Figure 1. Placed standard cells.
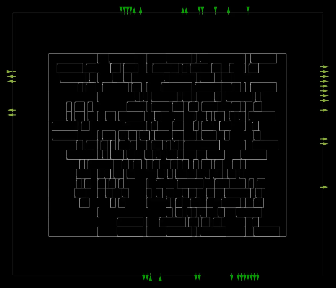
Figure 2. Metal 3.
Bar = 20 um.
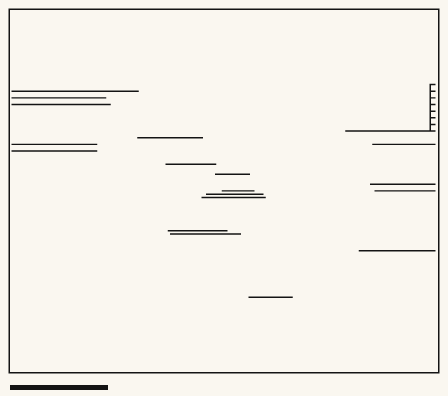
Figure 3. Placed cells, one color a class.
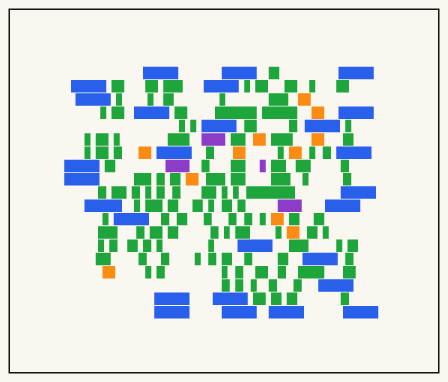
Figure 4. Local utilization.
9 x 7 tiles, from white (low) to dark blue (high), 0 to 100% covered.
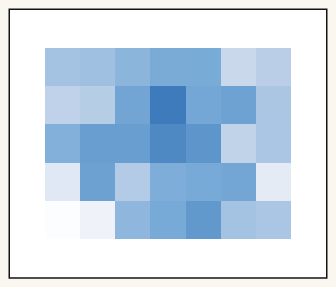
==> src/rtl/ram_bist_pkg.sv <==
// rtl/ram_bist_pkg.sv - March C- BIST types, element tables and pattern constants
package ram_bist_pkg;

  // Sequencer states
  typedef enum logic [2:0] {
    ST_IDLE,
    ST_WR,
    ST_RD,
    ST_CMP,
    ST_DONE
  } bist_state_e;

  // March C- elements in execution order
  typedef enum logic [2:0] {
    E0,
    E1,
    E2,
    E3,
    E4,
    E5
  } march_elem_e;

  // Data patterns as a single bit, replicated across the data word by the user
  localparam logic P0 = 1'b0;
  localparam logic P1 = 1'b1;

  // Address direction of each element: 1 = down (DEPTH-1 to 0)
  function automatic logic elem_down(input march_elem_e e);
    case (e)
      E3, E4, E5: elem_down = 1'b1;
      default:    elem_down = 1'b0;
    endcase
  endfunction

  // Pattern every read in the element is expected to return
  function automatic logic elem_rd_pat(input march_elem_e e);
    case (e)
      E2, E4:  elem_rd_pat = P1;
      default: elem_rd_pat = P0;
    endcase
  endfunction

  // Pattern written by the element
  function automatic logic elem_wr_pat(input march_elem_e e);
    case (e)
      E1, E3:  elem_wr_pat = P1;
      default: elem_wr_pat = P0;
    endcase
  endfunction

  // E5 is read-only
  function automatic logic elem_has_write(input march_elem_e e);
    elem_has_write = (e != E5);
  endfunction

  // E0 is write-only
  function automatic logic elem_has_read(input march_elem_e e);
    elem_has_read = (e != E0);
  endfunction

  // Following element; E5 is terminal
  function automatic march_elem_e elem_next(input march_elem_e e);
    case (e)
      E0:      elem_next = E1;
      E1:      elem_next = E2;
      E2:      elem_next = E3;
      E3:      elem_next = E4;
      default: elem_next = E5;
    endcase
  endfunction

endpackage

==> src/rtl/ram_bist_addr_gen.sv <==
// rtl/ram_bist_addr_gen.sv - Up/down address counter with wrap flag and end-point load
module ram_bist_addr_gen #(
  parameter int ADDR_W = 2
) (
  input  logic              clk,
  input  logic              rst,
  input  logic              load_i,
  input  logic              load_top_i,
  input  logic              step_i,
  input  logic              down_i,
  output logic [ADDR_W-1:0] addr_o,
  output logic [ADDR_W-1:0] addr_nxt_o,
  output logic              wrap_o
);

  logic [ADDR_W-1:0] addr_q;
  logic [ADDR_W-1:0] addr_d;

  // Next address in the current direction and whether stepping would wrap
  always_comb begin
    addr_nxt_o = down_i ? (addr_q - ADDR_W'(1)) : (addr_q + ADDR_W'(1));
    wrap_o     = down_i ? (addr_q == '0) : (addr_q == '1);
    if (load_i) begin
      addr_d = {ADDR_W{load_top_i}};
    end else if (step_i) begin
      addr_d = addr_nxt_o;
    end else begin
      addr_d = addr_q;
    end
  end

  // Address register; load wins over step
  always_ff @(posedge clk) begin
    if (rst) begin
      addr_q <= '0;
    end else begin
      addr_q <= addr_d;
    end
  end

  assign addr_o = addr_q;

endmodule

==> src/rtl/ram_march_bist.sv <==
// rtl/ram_march_bist.sv - March C- BIST initiator for a single-port RAM
module ram_march_bist
  import ram_bist_pkg::*;
#(
  parameter int ADDR_W = 2,
  parameter int DATA_W = 8,
  parameter int RD_LAT = 1
) (
  input  logic              clk,
  input  logic              rst,
  input  logic              start,
  output logic              busy,
  output logic              done,
  output logic              pass,
  output logic [ADDR_W-1:0] fail_addr,
  output logic [DATA_W-1:0] fail_exp,
  output logic [DATA_W-1:0] fail_got,
  output logic              mem_wr_en,
  output logic              mem_rd_en,
  output logic [ADDR_W-1:0] mem_addr,
  output logic [DATA_W-1:0] mem_data_in,
  input  logic [DATA_W-1:0] mem_data_out
);

  // The CMP state assumes read data arrives exactly one cycle after RD
  if (RD_LAT != 1) begin : g_rd_lat_unsupported
  end

  bist_state_e       state_q;
  march_elem_e       elem_q;
  logic              busy_q;
  logic              done_q;
  logic              pass_q;
  logic [ADDR_W-1:0] fail_addr_q;
  logic [DATA_W-1:0] fail_exp_q;
  logic [DATA_W-1:0] fail_got_q;
  logic              mem_wr_en_q;
  logic              mem_rd_en_q;
  logic [ADDR_W-1:0] mem_addr_q;
  logic [DATA_W-1:0] mem_data_in_q;

  march_elem_e       load_elem;
  logic [ADDR_W-1:0] start_addr;
  logic [DATA_W-1:0] exp_word;
  logic [DATA_W-1:0] wr_word;
  logic [DATA_W-1:0] load_wr_word;
  logic              mismatch;
  logic              ag_load;
  logic              ag_load_top;
  logic              ag_step;
  logic              ag_down;
  logic [ADDR_W-1:0] ag_addr;
  logic [ADDR_W-1:0] ag_addr_nxt;
  logic              ag_wrap;

  ram_bist_addr_gen #(
    .ADDR_W(ADDR_W)
  ) u_addr_gen (
    .clk       (clk),
    .rst       (rst),
    .load_i    (ag_load),
    .load_top_i(ag_load_top),
    .step_i    (ag_step),
    .down_i    (ag_down),
    .addr_o    (ag_addr),
    .addr_nxt_o(ag_addr_nxt),
    .wrap_o    (ag_wrap)
  );

  // Element patterns, comparison and address-counter control
  always_comb begin
    load_elem    = (state_q == ST_IDLE) ? E0 : elem_next(elem_q);
    start_addr   = {ADDR_W{elem_down(load_elem)}};
    exp_word     = {DATA_W{elem_rd_pat(elem_q)}};
    wr_word      = {DATA_W{elem_wr_pat(elem_q)}};
    load_wr_word = {DATA_W{elem_wr_pat(load_elem)}};
    mismatch     = (mem_data_out != exp_word);
    ag_load_top  = elem_down(load_elem);
    ag_down      = elem_down(elem_q);
    ag_load      = 1'b0;
    ag_step      = 1'b0;
    case (state_q)
      ST_IDLE: ag_load = start;
      ST_WR: begin
        ag_load = ag_wrap;
        ag_step = !ag_wrap;
      end
      ST_CMP:  ag_step = !mismatch && !elem_has_write(elem_q) && !ag_wrap;
      default: ;
    endcase
  end

  // Sequencer: every output is registered; RAM strobes default low each cycle
  always_ff @(posedge clk) begin
    if (rst) begin
      state_q       <= ST_IDLE;
      elem_q        <= E0;
      busy_q        <= 1'b0;
      done_q        <= 1'b0;
      pass_q        <= 1'b0;
      fail_addr_q   <= '0;
      fail_exp_q    <= '0;
      fail_got_q    <= '0;
      mem_wr_en_q   <= 1'b0;
      mem_rd_en_q   <= 1'b0;
      mem_addr_q    <= '0;
      mem_data_in_q <= '0;
    end else begin
      done_q        <= 1'b0;
      mem_wr_en_q   <= 1'b0;
      mem_rd_en_q   <= 1'b0;
      mem_addr_q    <= '0;
      mem_data_in_q <= '0;
      case (state_q)
        ST_IDLE: begin
          if (start) begin
            state_q       <= ST_WR;
            elem_q        <= E0;
            busy_q        <= 1'b1;
            pass_q        <= 1'b0;
            fail_addr_q   <= '0;
            fail_exp_q    <= '0;
            fail_got_q    <= '0;
            mem_wr_en_q   <= 1'b1;
            mem_addr_q    <= start_addr;
            mem_data_in_q <= load_wr_word;
          end
        end
        ST_WR: begin
          if (ag_wrap) begin
            // Element finished; every element after E0 opens with a read
            elem_q      <= load_elem;
            state_q     <= ST_RD;
            mem_rd_en_q <= 1'b1;
            mem_addr_q  <= start_addr;
          end else if (elem_has_read(elem_q)) begin
            state_q     <= ST_RD;
            mem_rd_en_q <= 1'b1;
            mem_addr_q  <= ag_addr_nxt;
          end else begin
            state_q       <= ST_WR;
            mem_wr_en_q   <= 1'b1;
            mem_addr_q    <= ag_addr_nxt;
            mem_data_in_q <= wr_word;
          end
        end
        ST_RD: begin
          state_q <= ST_CMP;
        end
        ST_CMP: begin
          if (mismatch) begin
            state_q     <= ST_DONE;
            busy_q      <= 1'b0;
            done_q      <= 1'b1;
            pass_q      <= 1'b0;
            fail_addr_q <= ag_addr;
            fail_exp_q  <= exp_word;
            fail_got_q  <= mem_data_out;
          end else if (elem_has_write(elem_q)) begin
            state_q       <= ST_WR;
            mem_wr_en_q   <= 1'b1;
            mem_addr_q    <= ag_addr;
            mem_data_in_q <= wr_word;
          end else if (ag_wrap) begin
            state_q <= ST_DONE;
            busy_q  <= 1'b0;
            done_q  <= 1'b1;
            pass_q  <= 1'b1;
          end else begin
            state_q     <= ST_RD;
            mem_rd_en_q <= 1'b1;
            mem_addr_q  <= ag_addr_nxt;
          end
        end
        ST_DONE: begin
          state_q <= ST_IDLE;
        end
        default: begin
          state_q <= ST_IDLE;
          busy_q  <= 1'b0;
        end
      endcase
    end
  end

  assign busy        = busy_q;
  assign done        = done_q;
  assign pass        = pass_q;
  assign fail_addr   = fail_addr_q;
  assign fail_exp    = fail_exp_q;
  assign fail_got    = fail_got_q;
  assign mem_wr_en   = mem_wr_en_q;
  assign mem_rd_en   = mem_rd_en_q;
  assign mem_addr    = mem_addr_q;
  assign mem_data_in = mem_data_in_q;

endmodule
==> config.mk <==
export PLATFORM = sky130hd
export DESIGN_NAME = ram_march_bist
export DESIGN_NICKNAME = d
export VERILOG_FILES = /design/src/rtl/ram_bist_pkg.sv /design/src/rtl/ram_bist_addr_gen.sv /design/src/rtl/ram_march_bist.sv
export SDC_FILE = /design/constraint.sdc
export NUM_CORES = 1
export LEC_CHECK = 0
export CAP_MARGIN = 20
export CELL_PAD_IN_SITES_DETAIL_PLACEMENT = 1
export CELL_PAD_IN_SITES_GLOBAL_PLACEMENT = 1
export CORE_ASPECT_RATIO = 0.8
export CORE_MARGIN = 10
export CORE_UTILIZATION = 40
export CTS_CLUSTER_SIZE = 25
export DETAILED_ROUTE_END_ITERATION = 10
export DONT_BUFFER_PORTS = 1
export GPL_ROUTABILITY_DRIVEN = 0
export PLACE_DENSITY_LB_ADDON = 0.08
export SLEW_MARGIN = 40
export SYNTH_ARGS = -nofsm -noshare
export SYNTH_HDL_FRONTEND = slang
export SYNTH_SLANG_ARGS = --single-unit
==> constraint.sdc <==
create_clock -name clk -period 2.1 [get_ports clk]
set_input_delay 0.63 -clock clk [delete_from_list [all_inputs] [get_ports clk]]
set_output_delay 0.63 -clock clk [all_outputs]
set_load 0.005 [all_outputs]
==> impl_metrics.ini <==
; implementation run metrics
[worst_hold_path]
worstHoldPathType = input pin to flip-flop

[floorplanning]
io_pins = 44

[clocking]
cts-root-buf = clkbuf_8
postCtsSetupBuffers = 0
clock-sinks = 27
cts_max_path_buffers = 2
clk_latency_ns = 0.27
cts_resized = 0

[layout]
largest_cell_class = multi-input combinational cells
clock_area_share_pct = 2.97
layout.cells.most_common = dfxtp_1
final_cell_mix = 26 x dfxtp_1, 23 x nor2_1, 12 x nor3_1
logic_gate_count = 121
antenna-diode-count = 0
drive_gt1_share_pct = 18.2
signal_buffers = 11

[routing]
ant_nets = 0

[power_and_ir_drop]
power_frac_clock_pct = 31.6
total_power_uw = 948

[logic_synthesis]
async_reset_ff_share_pct = 0
synth_area_per_cell_sq_um = 8.41
synthesis.nets = 185
synthCells = 174
edf_count = 0
yosysSeqAreaShare_pct = 37.0

[grt]
grt_pass1_vias = 1227
antenna_found_initial = 0

[place]
dp_hpwl_um = 2980
port_buffers = 0

[final_timing]
slew_violations = 0
hold_violations = 0
finalWorstSetupSlack_ns = -0.00219
setup_violations = 1
fmax_mhz = 476

[setup_path]
path_cells = or4_4 -> a211oi_4 -> buf_4 -> nor2_4 -> a2111oi_4 -> xnor2_1 -> o21ai_1
required_ns = 2.26
max_stage_delay_ns = 0.54
endpoint_kind = flip-flop
slowest_stage = or4_4

[status]
status = finished with violations
violations = negative setup slack
Notes on Figure 1 above:
Rows: 19
Filler Cell Count: 437
fraction of area in registers: 35.7%
Layout Cells excl Fill: 207
core area: 3470 sq um

Notes on Figure 2 above:
share of all routed wire: 7.1%
main direction: horizontal
wire length on this layer: 283 um
nets with wire on the layer: 17
DRT Wirelength: 3990 um
met3 Use GR: 4.26%

Notes on Figure 3 above:
| color | class | cells |
|---|---|---|
| orange | other buffers and delay cells | 11 |
| purple | clock drivers and dummy loads | 4 |
| blue | flops | 27 |
| green | combinational and other logic | 123 |
fin area: 1520 sq um
Final Util: 43.7%

Notes on Figure 4 above:
emptiest ninth of the die: south-west
mean over tiles: 23%
fullest tile: 70%
Pre-Place Util: 42.1%

## cells by family (layout without fill, tap and decap cells)
| family | Yosys count | count (layout) | synth area share [%] |
|---|---|---|---|
| AND/OR/NAND/NOR | 70 | 70 | 25.7 |
| AND-OR/OR-AND | 42 | 42 | 20.5 |
| flip-flops | 27 | 27 | 37.0 |
| buffers and inverters | 26 | 17 | 10.9 |
| XOR/XNOR | 5 | 5 | 2.99 |
| multiplexers | 4 | 4 | 2.91 |
## worst paths after layout
kind,startpoint,endpoint,depth (start not counted)
worst min register to register,busy,busy,2
worst max-delay path,mem_data_out[4],u_addr_gen.addr_o[1],7
worst min-delay path,rst,elem_q[1],1
worst max register to register,u_addr_gen.addr_o[1],u_addr_gen.addr_o[1],6
## per-stage QoR
stage | TNS (ns) | cell area (sq um) | worst slack [ns] | hold slack [ns] | std cells
3_3_place_gp | -1.03 | 1460 | -0.179 | 0.508 | 202
3_5_place_dp | -1.60 | 1460 | -0.207 | 0.537 | 202
5_1_grt | -0.0573 | 1520 | -0.0397 | 0.396 | 207
6_report | -0.00219 | 1520 | -0.00219 | 0.417 | 207
2_1_floorplan | -0.330 | 1480 | -0.0772 | 0.481 | 174
4_1_cts | 0 | 1500 | 0.0990 | 0.405 | 206
## layer usage
layer  wire, um  share of wire (%)  global-route usage, %  vias to the layer above
met3        282                7.1                   4.26                        2
met1       1830                 46                   16.8                      608
met2       1860                 47                   18.9                       26
met4          9               0.23                   2.30                        0
li1           -                  -                      -                      590
met5          0                  0                      0                        -
## cell usage after synthesis, types with 4 or more instances
cell	instances
o21ai_0	7
xnor2_1	4
buf_4	15
nor2_1	23
nor3_1	12
a21oi_1	10
nand2b_1	4
a22oi_1	10
nand2_1	8
o21ai_1	5
buf_2	5
clkbuf_1	4
dfxtp_1	27
